[config.mk]
export PLATFORM = sky130hd
export DESIGN_NAME = formula_sweep_driver
export DESIGN_NICKNAME = d
export VERILOG_FILES = /design/src/rtl/formula_sweep_pkg.sv /design/src/rtl/formula_sweep_driver_bit_deposit.sv /design/src/rtl/formula_sweep_driver.sv
export SDC_FILE = /design/constraint.sdc
export NUM_CORES = 2
export LEC_CHECK = 0
export CAP_MARGIN = 20
export CELL_PAD_IN_SITES_DETAIL_PLACEMENT = 1
export CELL_PAD_IN_SITES_GLOBAL_PLACEMENT = 1
export CORE_UTILIZATION = 52
export CTS_CLUSTER_DIAMETER = 120
export DETAILED_ROUTE_END_ITERATION = 8
export PLACE_DENSITY_LB_ADDON = 0.1
export SYNTH_ARGS = -nofsm -noshare
export SYNTH_HDL_FRONTEND = slang
export SYNTH_SLANG_ARGS = --single-unit
[constraint.sdc]
create_clock -name clk -period 172.5 [get_ports clk]
set_input_delay 34.5 -clock clk [delete_from_list [all_inputs] [get_ports clk]]
set_output_delay 34.5 -clock clk [all_outputs]
set_load 0.005 [all_outputs]
[src/rtl/formula_sweep_pkg.sv]
// Shared types for the formula sweep driver: FSM states, default widths, result record.
package formula_sweep_pkg;

  localparam int unsigned NumVars = 49;
  localparam int unsigned CntW    = NumVars + 1;

  typedef enum logic [1:0] {
    StIdle,
    StSweep,
    StDrain,
    StResult
  } state_e;

  typedef struct packed {
    logic                fail;
    logic [NumVars-1:0]  vec;
    logic [CntW-1:0]     count;
  } result_t;

endpackage

[src/rtl/formula_sweep_driver_bit_deposit.sv]
// Scatters the low bits of k into the set positions of mask, LSB first; other bits are 0.
module bit_deposit #(
  parameter int unsigned W = 49
) (
  input  logic [W-1:0] k_i,
  input  logic [W-1:0] mask_i,
  output logic [W-1:0] dep_o
);

  localparam int unsigned IdxW = $clog2(W + 1);

  logic [IdxW-1:0] idx;

  always_comb begin
    dep_o = '0;
    idx   = '0;
    for (int i = 0; i < W; i++) begin
      if (mask_i[i]) begin
        dep_o[i] = k_i[idx];
        idx      = idx + 1'b1;
      end
    end
  end

endmodule

[src/rtl/formula_sweep_driver.sv]
// Enumerates all assignments of the masked variables, feeds them to the fixpoint checker
// one per cycle and reports PASS or the first counterexample over a valid/ready port.
module formula_sweep_driver
  import formula_sweep_pkg::*;
#(
  parameter int unsigned NUM_VARS  = NumVars,
  parameter int unsigned CHECK_LAT = 1,
  parameter int unsigned CNT_W     = NUM_VARS + 1
) (
  input  logic                clk,
  input  logic                rst_n,
  input  logic                start_i,
  input  logic                abort_i,
  input  logic [NUM_VARS-1:0] base_i,
  input  logic [NUM_VARS-1:0] mask_i,
  output logic [NUM_VARS-1:0] chk_vec_o,
  output logic                chk_valid_o,
  input  logic                chk_res_i,
  output logic                busy_o,
  output logic                res_valid_o,
  input  logic                res_ready_i,
  output logic                res_fail_o,
  output logic [NUM_VARS-1:0] res_vec_o,
  output logic [CNT_W-1:0]    res_count_o
);

  // Pipe storage needs at least one stage even when the checker is purely combinational.
  localparam int unsigned PD = (CHECK_LAT > 0) ? CHECK_LAT : 1;

  state_e                       state_q, state_d;
  logic [NUM_VARS-1:0]          base_q, base_d, mask_q, mask_d;
  logic [CNT_W-1:0]             k_q, k_d;
  result_t                      res_q, res_d;
  logic [PD-1:0]                pv_q, pv_d;
  logic [PD-1:0][NUM_VARS-1:0]  pvec_q, pvec_d;

  logic [NUM_VARS-1:0] dep, launch_vec, ret_vec;
  logic                launch, ret_v, fail_hit;

  bit_deposit #(
    .W (NUM_VARS)
  ) u_bit_deposit (
    .k_i    (k_q[NUM_VARS-1:0]),
    .mask_i (mask_q),
    .dep_o  (dep)
  );

  always_comb begin
    launch     = (state_q == StSweep);
    launch_vec = (base_q & ~mask_q) | dep;

    pv_d[0]   = launch;
    pvec_d[0] = launch_vec;
    for (int i = 1; i < PD; i++) begin
      pv_d[i]   = pv_q[i-1];
      pvec_d[i] = pvec_q[i-1];
    end

    if (CHECK_LAT == 0) begin
      ret_v   = launch;
      ret_vec = launch_vec;
      pv_d    = '0;
    end else begin
      ret_v   = pv_q[PD-1];
      ret_vec = pvec_q[PD-1];
    end
    fail_hit = ret_v & ~chk_res_i;

    state_d = state_q;
    base_d  = base_q;
    mask_d  = mask_q;
    k_d     = k_q;
    res_d   = res_q;

    unique case (state_q)
      StIdle: begin
        if (start_i) begin
          base_d  = base_i;
          mask_d  = mask_i;
          k_d     = '0;
          res_d   = '0;
          state_d = StSweep;
        end
      end
      StSweep, StDrain: begin
        if (ret_v) res_d.count = res_q.count + 1'b1;
        // Priority: abort, then failing verdict, then normal sweep/drain progress.
        if (abort_i) begin
          pv_d    = '0;
          state_d = StIdle;
        end else if (fail_hit) begin
          res_d.fail = 1'b1;
          res_d.vec  = ret_vec;
          pv_d       = '0;
          state_d    = StResult;
        end else if (state_q == StSweep) begin
          k_d = k_q + 1'b1;
          if (dep == mask_q) state_d = (|pv_d) ? StDrain : StResult;
        end else if (!(|pv_d)) begin
          state_d = StResult;
        end
      end
      StResult: begin
        if (res_ready_i) state_d = StIdle;
      end
      default: state_d = StIdle;
    endcase
  end

  always_ff @(posedge clk or negedge rst_n) begin
    if (!rst_n) begin
      state_q <= StIdle;
      base_q  <= '0;
      mask_q  <= '0;
      k_q     <= '0;
      res_q   <= '0;
      pv_q    <= '0;
      pvec_q  <= '0;
    end else begin
      state_q <= state_d;
      base_q  <= base_d;
      mask_q  <= mask_d;
      k_q     <= k_d;
      res_q   <= res_d;
      pv_q    <= pv_d;
      pvec_q  <= pvec_d;
    end
  end

  assign chk_valid_o = launch;
  assign chk_vec_o   = launch ? launch_vec : '0;
  assign busy_o      = (state_q != StIdle);
  assign res_valid_o = (state_q == StResult);
  assign res_fail_o  = res_q.fail;
  assign res_vec_o   = res_q.vec;
  assign res_count_o = res_q.count;

endmodule

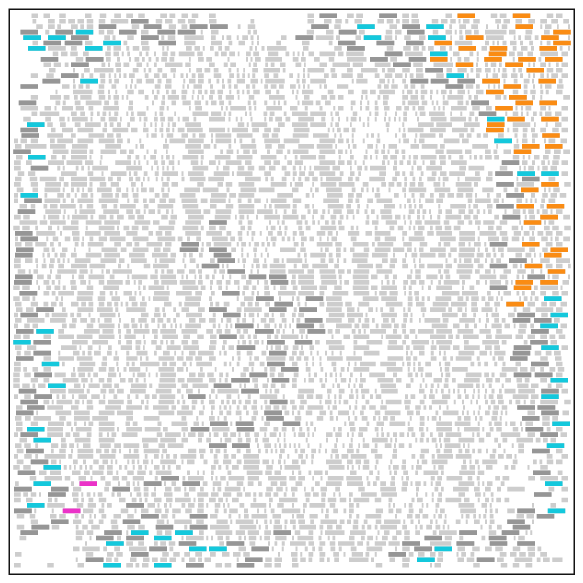
ff_map.png
Scale: 2 px per um. Other sequential cells in the stronger gray, the rest of the logic in the fainter gray.
[state_q] magenta | placed flops: 2
[res_count_o] orange | placed flops: 50 | where: top right
[res_vec_o] cyan | placed flops: 49 | where: spread over the die
not colored: 198

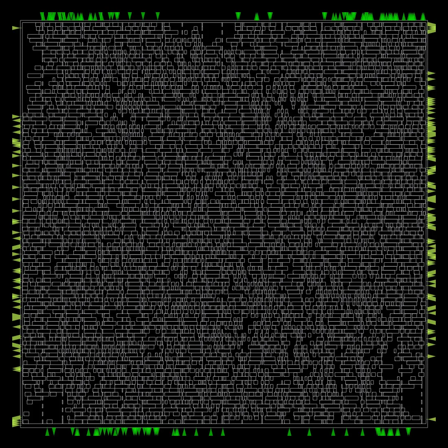
placed.png
final core utilization: 58.7%
final non-filler cell total: 5,344
tap cell count: 1,040

==> results.txt <==
run results: Routed WL=170 mm, CORE AREA=0.0775 mm2, OpenROAD warning count=30, Initial DRC Count=4,742, Syn Nets=4,441, Chip Width=282 um, Final min period=87.52 ns, Final Max-Slew Violation Tally=0, Final setup viols=0, DP Wirelength=107 mm, chip height=282 um, # fillers=8,612, Hold Fails Final Rpt=0, Yosys cell types=110, nets@finish=4,430, first-pass GRT wire length=253 mm, clock-pin transition on the worst setup and hold timing paths=0.05 ns, Critical Path AT=53.02 ns, clk_skew=0.0265 ns, GRT Residual Overflow=0, asr flop ratio synth=100%, RSZ-0062 raised after global routing=false, drt wl/cell=31.9 um, Top cell by count, worst path=ha_1, status=complete, no violations, All-Layer GR Usage=42.6%, First-pass DRT Iterations=6, Slew @ Worst Pin=1.29 ns, Fin Setup TNS=0 ns, post-synthesis cell area=0.0407 mm2, Slowest cell on crit path=nor2_1, post-synthesis sequential area ratio=18.4%, Post-CTS Setup Bufs=0, Critical path buffers and inverters=58, fin crit share=50.7%, Placed Area=0.0440 mm2, worst setup path category=reg -> out, full die area=0.0794 mm2, CTS H-tree depth=2, Longest Clk Path Bufs=3, TritonCTS Buffers=38, CTS Sinks=299, post-route ant nets=0, Worst setup EP type=output pin, DR vias=38,900, Area Growth Syn to Fin=11.7%, cell family with most CP delay=adder cells, crit path DRT=138.00 ns, Clk Tree Root Cell=clkbuf_16, ys flops=299
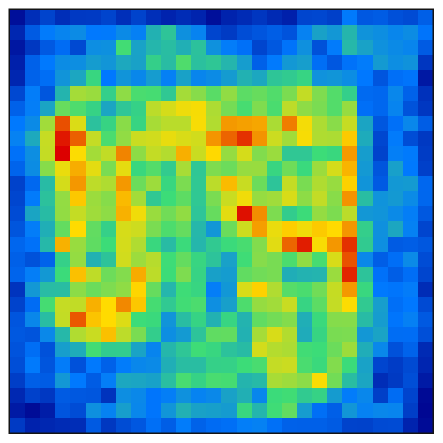
route_heat.png
Scale: 1.5 px per um. The die is cut into 28 by 28 equal tiles; dark blue is low, red is high, scaled to the fullest tile. Values are wire area over tile area, all layers added.
fullest tile: 0.91
mean over tiles: 0.38
nearly empty tiles: 0.10%

[kinds of logic (layout without fill, tap and decap cells)]
family | after synthesis | count (layout) | share of synthesized area [%]
xor+xnor | 395 | 395 | 12.0
fa+ha+maj | 53 | 53 | 1.63
flops | 299 | 299 | 18.4
compound gates | 724 | 724 | 12.3
mux | 828 | 828 | 33.7
simple gates | 1376 | 1376 | 16.1
buf+inv | 609 | 627 | 5.84
other cells | 0 | 2 | 0
[through the flow]
stage	hold slack [ns]	setup slack, ns	std cells	utilization, %
after detailed placement	0.458	83.58	5261	56.8
after floorplan	0.449	85.45	4284	-
after global placement	0.449	85.93	5260	56.7
after global routing	0.481	81.01	5343	58.6
after CTS	0.473	82.83	5330	58.5
final	0.470	84.98	5344	58.7
[worst paths after layout]
kind                       startpoint            end  cells after the start
max in group asynchronous       rst_n     base_q[36]                      4
min in group asynchronous       rst_n      mask_q[9]                      1
setup / recovery            mask_q[0]  chk_vec_o[48]                    205
hold / removal              pvec_q[8]   res_vec_o[8]                      1
setup reg to reg            mask_q[0]     state_q[1]                    205
hold reg to reg             pvec_q[8]   res_vec_o[8]                      1
[Yosys cell counts, types with 47 or more instances]
library cell	number
nor2b_1	58
xor2_1	131
nand2_1	526
inv_1	119
dfrtp_1	299
a31oi_1	47
o21ai_0	123
mux2i_1	244
xnor2_1	146
a22o_1	50
nor3_1	67
ha_1	53
nand3_1	130
and2_1	93
a211oi_1	106
mux4_2	412
a21oi_1	137
nor2_1	258
and3_1	64
mux2_2	166
clkbuf_1	423
[per-layer routing]
layer | share of wire [%] | wire [um] | vias to the layer above | track usage [%]
li1 | - | - | 15900 | -
met1 | 36 | 61800 | 19200 | 55.4
met2 | 44 | 74200 | 2920 | 65.4
met3 | 13 | 22100 | 944 | 10.2
met4 | 7.2 | 12200 | 6 | 23.6
met5 | 0.026 | 45 | - | 0
[layout make-up]
class,count,share of cell area (%)
clock buffer,48,2.31
tap,1040,2.86
timing repair buffer,423,8.55
antenna,2,0.0110
inverter,135,1.14
clock inverter,21,0.578
multi-input combinational,3376,68.1
sequential,299,16.5
[registers in the layout, indices dropped and copies added (netlist names)]
register and count:
base_q 49, res_count_o 50, res_vec_o 49, k_q 49, pv_q 1, res_fail_o 1, pvec_q 49, mask_q 49
state_q 2
